**src/rtl/taus_pkg.sv**
```systemverilog
// Shared taus88 constants and checker state type.
// Used by the step function and the stream checker top.
package taus_pkg;

  localparam int TAUS_W = 32;

  localparam int S1_SHL_A = 13;
  localparam int S1_SHR   = 19;
  localparam int S1_SHL_B = 12;
  localparam int S2_SHL_A = 2;
  localparam int S2_SHR   = 25;
  localparam int S2_SHL_B = 4;
  localparam int S3_SHL_A = 3;
  localparam int S3_SHR   = 11;
  localparam int S3_SHL_B = 17;

  localparam logic [TAUS_W-1:0] S1_MASK = 32'hFFFFFFFE;
  localparam logic [TAUS_W-1:0] S2_MASK = 32'hFFFFFFF8;
  localparam logic [TAUS_W-1:0] S3_MASK = 32'hFFFFFFF0;

  typedef enum logic [1:0] {
    IDLE = 2'd0,
    RUN  = 2'd1,
    DONE = 2'd2
  } stateT;

endpackage

```
**src/rtl/taus88_step.sv**
```systemverilog
// One combinational taus88 step: three component states in, advanced states and sample out.
module taus88_step
  import taus_pkg::*;
(
  input  logic [TAUS_W-1:0] iS1,
  input  logic [TAUS_W-1:0] iS2,
  input  logic [TAUS_W-1:0] iS3,
  output logic [TAUS_W-1:0] oS1,
  output logic [TAUS_W-1:0] oS2,
  output logic [TAUS_W-1:0] oS3,
  output logic [TAUS_W-1:0] oSample
);

  logic [TAUS_W-1:0] t1, t2, t3;

  always_comb begin
    t1  = ((iS1 << S1_SHL_A) ^ iS1) >> S1_SHR;
    t2  = ((iS2 << S2_SHL_A) ^ iS2) >> S2_SHR;
    t3  = ((iS3 << S3_SHL_A) ^ iS3) >> S3_SHR;
    oS1 = ((iS1 & S1_MASK) << S1_SHL_B) ^ t1;
    oS2 = ((iS2 & S2_MASK) << S2_SHL_B) ^ t2;
    oS3 = ((iS3 & S3_MASK) << S3_SHL_B) ^ t3;
    oSample = oS1 ^ oS2 ^ oS3;
  end

endmodule

```
**config.mk**
```make
export PLATFORM = sky130hd
export DESIGN_NAME = taus88_step
export DESIGN_NICKNAME = d
export VERILOG_FILES = /design/src/rtl/taus_pkg.sv /design/src/rtl/taus88_step.sv
export SDC_FILE = /design/constraint.sdc
export NUM_CORES = 1
export LEC_CHECK = 0
export ABC_AREA = 1
export CAP_MARGIN = 10
export CORE_MARGIN = 2
export CORE_UTILIZATION = 25
export DETAILED_ROUTE_END_ITERATION = 16
export GPL_TIMING_DRIVEN = 0
export PLACE_DENSITY = 0.88
export SETUP_SLACK_MARGIN = 0.3
export SLEW_MARGIN = 20
export SYNTH_ARGS = -nofsm -noshare
export SYNTH_HDL_FRONTEND = slang
export SYNTH_SLANG_ARGS = --single-unit
```
**constraint.sdc**
```tcl
create_clock -name vclk -period 0.8
set_input_delay 0.2 -clock vclk [all_inputs]
set_output_delay 0.2 -clock vclk [all_outputs]
set_load 0.005 [all_outputs]
```
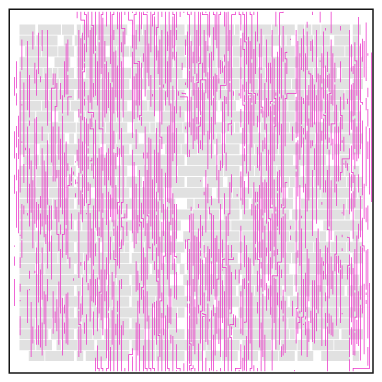
**Above:** run 1 (met2 routing).
Drawn at 4 px/um. Cells faint in the background.
The longest straight run is 38.1 um. The layer carries 8,190 um of wire. 653 nets have wire on it.
total wire length after detailed routing: 14.5 mm
via total after detailed routing: 3,268
met2 track demand over resource: 0.563

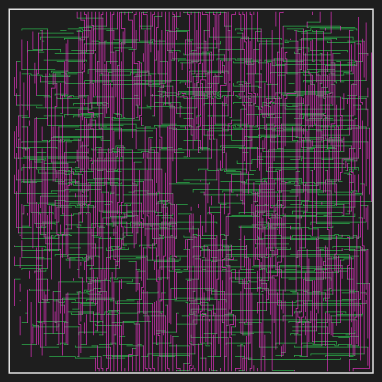
**Above:** run 1 (wiring by layer).
Drawn at 4 px/um. Only two layers are drawn.
Key: M2 = magenta [wire length 8,190 um]; M1 = green [wire length 4,760 um]

==> results.toml, run 1 <==
# implementation run metrics
[status]
run_status = "complete, but fails checks"
failing_checks = "negative setup slack"

[power_and_ir_drop]
power_uw = 4810
clockPowerShare = 0
seq_power_share = 0
p_sw_frac = 0.431
power.share.combinational = 1.000
static-leakage-power_uw = 0.00339
power_switching_uw = 2070

[route]
route.detailed.vias_per_inst = 4.76
drtIter0Drc = 85
detail-route-antenna-nets = 0
wire_per_inst_um = 21.2

[placement]
globalplace.congestion = 0.737
port_buffers = 216
dp.final_hpwl_mm = 8.00
placed_cells_incl_taps = 659

[layout]
finish.instance_area_um2 = 6820
layout.core_utilization = 0.940
multi_input_gate_area_in_the_final_layout_um2 = 2480
final.clkbuf_count = 0
final.fill_count = 203
layout_top_cells_excl_fill_tap = "sky130_fd_sc_hd__buf_6 (157), sky130_fd_sc_hd__nand2_1 (56), sky130_fd_sc_hd__buf_12 (53)"
finalNetCount = 685
synth_to_layout_area_growth_pct = 264
drive_above_1_share = 0.840
nFlopsAndLatches = 0
insertedDiodeCount = 0

[logic_synthesis]
average_cell_area_after_synthesis_um2 = 5.45
synth.cellmix.compoundShare = 0
largest_area_cell = "sky130_fd_sc_hd__nand2_1"
synth_nets = 440
simple_gate_share = 0.404
cell_count_in_the_yosys_report = 344
syn-instance-count = 344
synth.lib_cells_used.distinct = 10
synth-warning-count = 0
synth.yosys.chip_area_um2 = 1870
netlist_top_cells_area = "sky130_fd_sc_hd__nand2_1 (29%), sky130_fd_sc_hd__buf_4 (22%), sky130_fd_sc_hd__xnor2_1 (18%)"
top_cell_area_share = 0.292
synthAdderAreaFrac = 0

[worst_setup_path]
critPathMaxStageDelay_ps = 140
timing.critical_path.to_type = "output pin"
crit_path_cell_trace = "buf_12, nand2_1, nand2_1, nand2_2, nand2_2, nand2_2, nand2_1, buf_2"
cp_slowest_cell = "sky130_fd_sc_hd__buf_2"
critical_path_class = "in -> out"
crit_arrival_ps = 1000

[grt]
globalRouteTotalUtil = 0.264
pin_count_of_the_biggest_net_entering_global_routing = 8
gr-total-overflow = 0
busiest_layer = "met2"
grt_util_met3 = 0.0384

[final_timing]
number_of_endpoints_failing_setup_at_the_final_stage = 73
max_clock_freq_mhz = 830
period_used_share = 1.51
slew_headroom = 0.861
report.final.slew_viol_count = 0
worst_slack_ps = -404
hold_viol = 0
tightest_slew_ps = 207

[clock_tree]
ctsHoldBuffers = 0
post_cts_resize_count = 1333

[die]
design.portCount = 224
fp-utilization = 0.258
fp.dieArea_um2 = 8210
number_of_rows_in_the_core_area = 31

[hold_path]
worst_hold_path_type = "in -> out"
whs_path_depth = 3

[flow_run]
log.warning_count = 44
cap_viol_max_count = 0
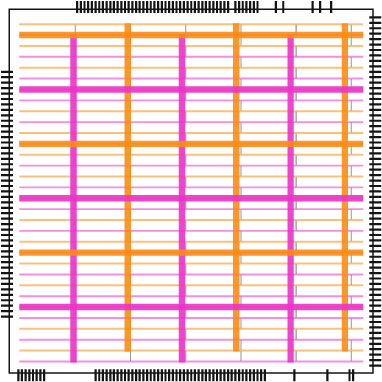
**Above:** run 1 (supply network).
Drawn at 4 px/um. Pins as bars on the die edge. Tap cells in gray.
Key: VSS = magenta; VDD = orange
The core has 31 rows. 32 met1 rails follow the rows. 6 straps on met5.
chip width: 90.6 um
worst supply voltage drop on vdd: 0.000441 V
die outline height: 90.6 um
area of the core: 7250 um^2

run 1: metal layers:
layer,vias up,part of all wire
met4,0,0.052
li1,1453,-
met5,-,0
met3,50,0.057
met2,191,0.56
met1,1574,0.33
run 1: metrics by stage:
step           setup slack [ps]  hold WS [ps]  setup TNS [ps]
6_report                   -404           635          -10310
5_1_grt                    -420           640          -11860
4_1_cts                    -234           632           -6690
3_5_place_dp              -1550          1410         -133010
3_3_place_gp              -1540          1400         -130760
2_1_floorplan              51.1           447               0
run 1: path summary, 6_finish.rpt:
path  startpoint         end  slack, ps
max      iS1[11]  oSample[5]       -400
min       iS3[4]     oS3[21]        640
run 1: cells by family after synthesis:
family / Yosys count
XOR/XNOR: 59
buffers and inverters: 105
AND/OR/NAND/NOR: 180
run 1: layout make-up:
cell class / count / area share
plain buffers: 55 / 0.0908
multi-input cells: 239 / 0.364
well taps: 99 / 0.0182
inverters: 50 / 0.0857
repair buffers: 243 / 0.441
run 1: Yosys cell counts:
master and count:
sky130_fd_sc_hd__nand3b_1 6, sky130_fd_sc_hd__nand2_4 1, sky130_fd_sc_hd__buf_4 55, sky130_fd_sc_hd__xor2_1 20, sky130_fd_sc_hd__nand2_1 146, sky130_fd_sc_hd__nand2_2 14
sky130_fd_sc_hd__inv_1 42, sky130_fd_sc_hd__nand3_1 13, sky130_fd_sc_hd__inv_2 8, sky130_fd_sc_hd__xnor2_1 39
run 1: critical path: cells and delay by family:
| kind | cells | cell delay [ps] |
|---|---|---|
| buffers and inverters | 2 | 260 |
| and+or+nand+nor | 6 | 530 |
run 1: power by group through the flow:
stage | registers (uW) | logic (uW) | clock network [uW]
floorplan | 0 | 1650 | 0
global placement | 0 | 3830 | 0
detailed placement | 0 | 3920 | 0
CTS | 0 | 4170 | 0
global route | 0 | 5010 | 0
finish | 0 | 4810 | 0
==> run 2: changes to the inputs <==
- CORE_MARGIN: 2 -> unset
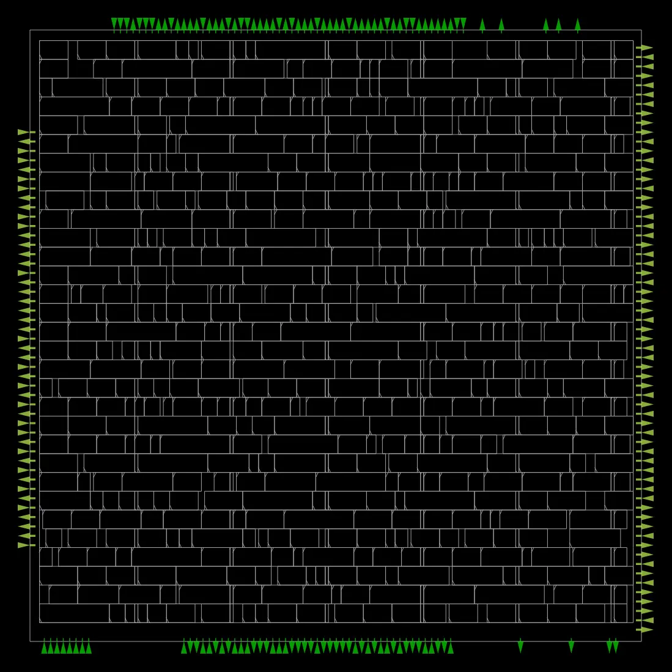
**Above:** run 2 (placement view).
Final Instance Count excl. Fillers: 688
number of rows in the core area: 31
Core Util, Final: 0.960

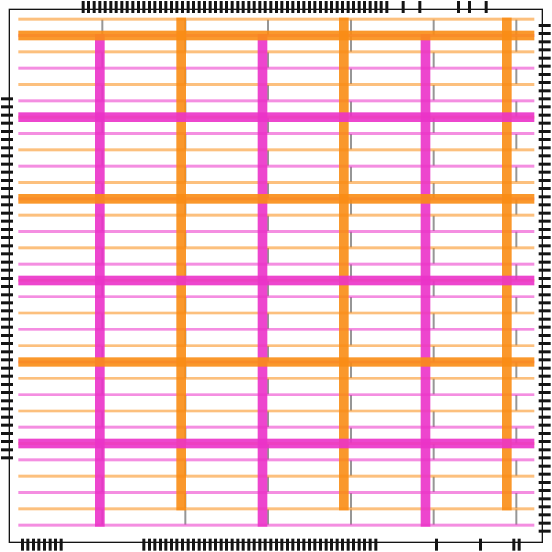
**Above:** run 2 (supply network).
Drawn at 6 px/um. Pins as bars on the die edge. Tap cells in gray.
Key: VSS = magenta; VDD = orange
6 straps on met4. 6 straps on met5. 99 tap cells. 224 signal pins sit on the boundary.

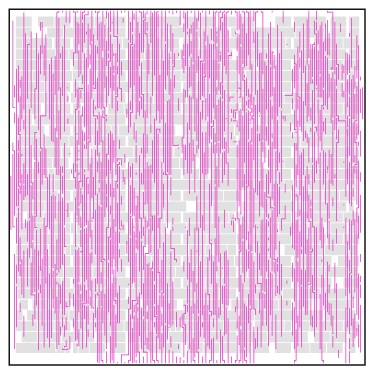
**Above:** run 2 (met2 routing).
Drawn at 4 px/um. Cells faint in the background.
The layer holds 54% of the routed length. The wires run mostly vertical. The layer carries 9,010 um of wire. The longest straight run is 46.5 um.

==> run 2 against run 1 <==
The flow still finishes with violations (negative setup slack). Combinational power increased by 4.8%. Synthesized area unchanged. Die area down 4.4%. Critical path depth shrank 4. Power is 4.9% higher. First-iteration DRC count up 36%. Cell count rose by 0.29%. Final area grew 2.1%. Via count increased by 8.4%. Critical path type unchanged. Critical endpoint is now oSample[17]. Largest power group unchanged.
==> results.toml, run 2 <==
# implementation run metrics
[status]
run_status = "complete, but fails checks"
failing_checks = "negative setup slack"

[die]
dieHeight_um = 88.6
fp.dieArea_um2 = 7850
die_w_um = 88.6
floorplan.core_area_um2 = 7250
fp-utilization = 0.258
design.portCount = 224

[logic_synthesis]
cell_count_in_the_yosys_report = 344
common_cells = "sky130_fd_sc_hd__nand2_1 (146), sky130_fd_sc_hd__buf_4 (55), sky130_fd_sc_hd__inv_1 (42)"
netlist_top_cells_area = "sky130_fd_sc_hd__nand2_1 (29%), sky130_fd_sc_hd__buf_4 (22%), sky130_fd_sc_hd__xnor2_1 (18%)"
post-synth-top-count-cell = "sky130_fd_sc_hd__nand2_1"
largest_area_cell = "sky130_fd_sc_hd__nand2_1"
synth.lib_cells_used.distinct = 10
synth_nets = 440
top_cell_area_share = 0.292
synth-seq-area-share = 0
average_cell_area_after_synthesis_um2 = 5.45
syn-instance-count = 344
synth_area_um2 = 1870
synth.yosys.chip_area_um2 = 1870
synth-warning-count = 0

[grt]
globalRouteTotalUtil = 0.284
pin_count_of_the_biggest_net_entering_global_routing = 8
gr-total-overflow = 0
grt_util_met3 = 0.0578
groute.layer.met1.usage = 0.257
globalRouteMet2Util = 0.603
number_of_antenna_violations_at_the_first_check_in_global_routing = 0
grt_pass1_wl_mm = 17.0
first_global_vias = 3375
busiest_layer = "met2"

[power_and_ir_drop]
static-leakage-power_uw = 0.00347
p_per_area_nw_per_um2 = 725
vdd.ir_drop.worst_v = 0.000464

[worst_setup_path]
worstPathMaxFanout = 2
crit_arrival_ps = 1040
timing.critical_path.to_type = "output pin"
critical_path_class = "in -> out"
critical_path.startpoint_type = "input port"
worstPathRequired_ps = 600

[layout]
finalNetCount = 687
register_area_um2 = 0
layout_top_cells_excl_fill_tap = "sky130_fd_sc_hd__buf_6 (161), sky130_fd_sc_hd__nand2_4 (59), sky130_fd_sc_hd__nand2_1 (53)"
final.fill_count = 138
final.clkbuf_count = 0
drive_above_1_share = 0.851
nFlopsAndLatches = 0
finish.instance_area_um2 = 6960
final_common_cell = "sky130_fd_sc_hd__buf_6"
insertedDiodeCount = 0
synth_to_layout_area_growth_pct = 271

[placement]
globalplace.congestion = 0.774
dp.final_hpwl_mm = 7.80
post_dp_cell_area_um2 = 5550
port_buffers = 216

[route]
route.detailed.vias_per_inst = 5.15
detail-route-antenna-nets = 0
num_vias = 3543
routed-wl-met3_mm = 1.21
wl_met1_mm = 5.11
wire_per_inst_um = 24.2
dr_pass1_iterations = 4
met2RoutedLength_mm = 9.01
total_wire_length_after_detailed_routing_mm = 16.6
drtIter0Drc = 116
drc = 0
top_signal_layer_used = "met4"

[final_timing]
tightest_slew_ps = 398
report.final.slew_viol_count = 0
fin_crit_ps = 1240
worst_slack_ps = -443
max_clock_freq_mhz = 804
period_used_share = 1.55
slew_headroom = 0.733
number_of_endpoints_failing_setup_at_the_final_stage = 83
rsz0062_at_grt = "true"
hold-worst-slack_ps = 641
hold_viol = 0

[hold_path]
worst_hold_path_type = "in -> out"

[flow_run]
cap_viol_max_count = 0
log.warning_count = 44
## run 2: cell counts after synthesis
Identical to the previous run, type by type.
## run 2: worst paths after layout
check,from,to,cells past startpoint
setup / recovery,iS3[25],oSample[17],4
hold / removal,iS1[3],oS1[15],3
## run 2: layout make-up
type	count	area, um^2	area share
plain buffers	55	619	0.0890
inverters	50	582	0.0836
multi-input cells	239	2560	0.369
well taps	99	124	0.0178
repair buffers	245	3070	0.441
## run 2: timing repair
item,CTS,global route
gates resized,1333,109
buffers inserted,11,18
hold buffers,0,0
endpoints found under the setup margin,128,128
pin swaps,114,87
## run 2: critical path: stages
cell                      delay (ps)
sky130_fd_sc_hd__buf_12          120
sky130_fd_sc_hd__xor2_4          190
sky130_fd_sc_hd__xnor2_1         350
sky130_fd_sc_hd__buf_2           190
## run 2: cell families (layout without fill, tap and decap cells)
logic type | after synthesis | after routing | synth area share
AND/OR/NAND/NOR | 180 | 180 | 0.404
buffers and inverters | 105 | 350 | 0.320
XOR/XNOR | 59 | 59 | 0.276
## run 2: power breakdown
| group | total [uW] | internal (uW) | leakage (uW) | switching, uW |
|---|---|---|---|---|
| sequential | 0 | 0 | 0 | 0 |
| clock | 0 | 0 | 0 | 0 |
| combinational | 5040 | 2800 | 0.00347 | 2240 |
| total | 5040 | 2800 | 0.00347 | 2240 |
## run 2: stage by stage
stage	setup slack [ps]	utilization	cells	total power [uW]	TNS (ps)
5_1_grt	-523	0.960	688	5230	-13270
2_1_floorplan	51.1	-	344	1650	0
4_1_cts	-239	0.872	670	4210	-6960
6_report	-443	0.960	688	5040	-11900
3_5_place_dp	-1640	0.765	659	3920	-132980
3_3_place_gp	-1580	0.765	659	3820	-130820
Power and IR drop assume default switching activity.
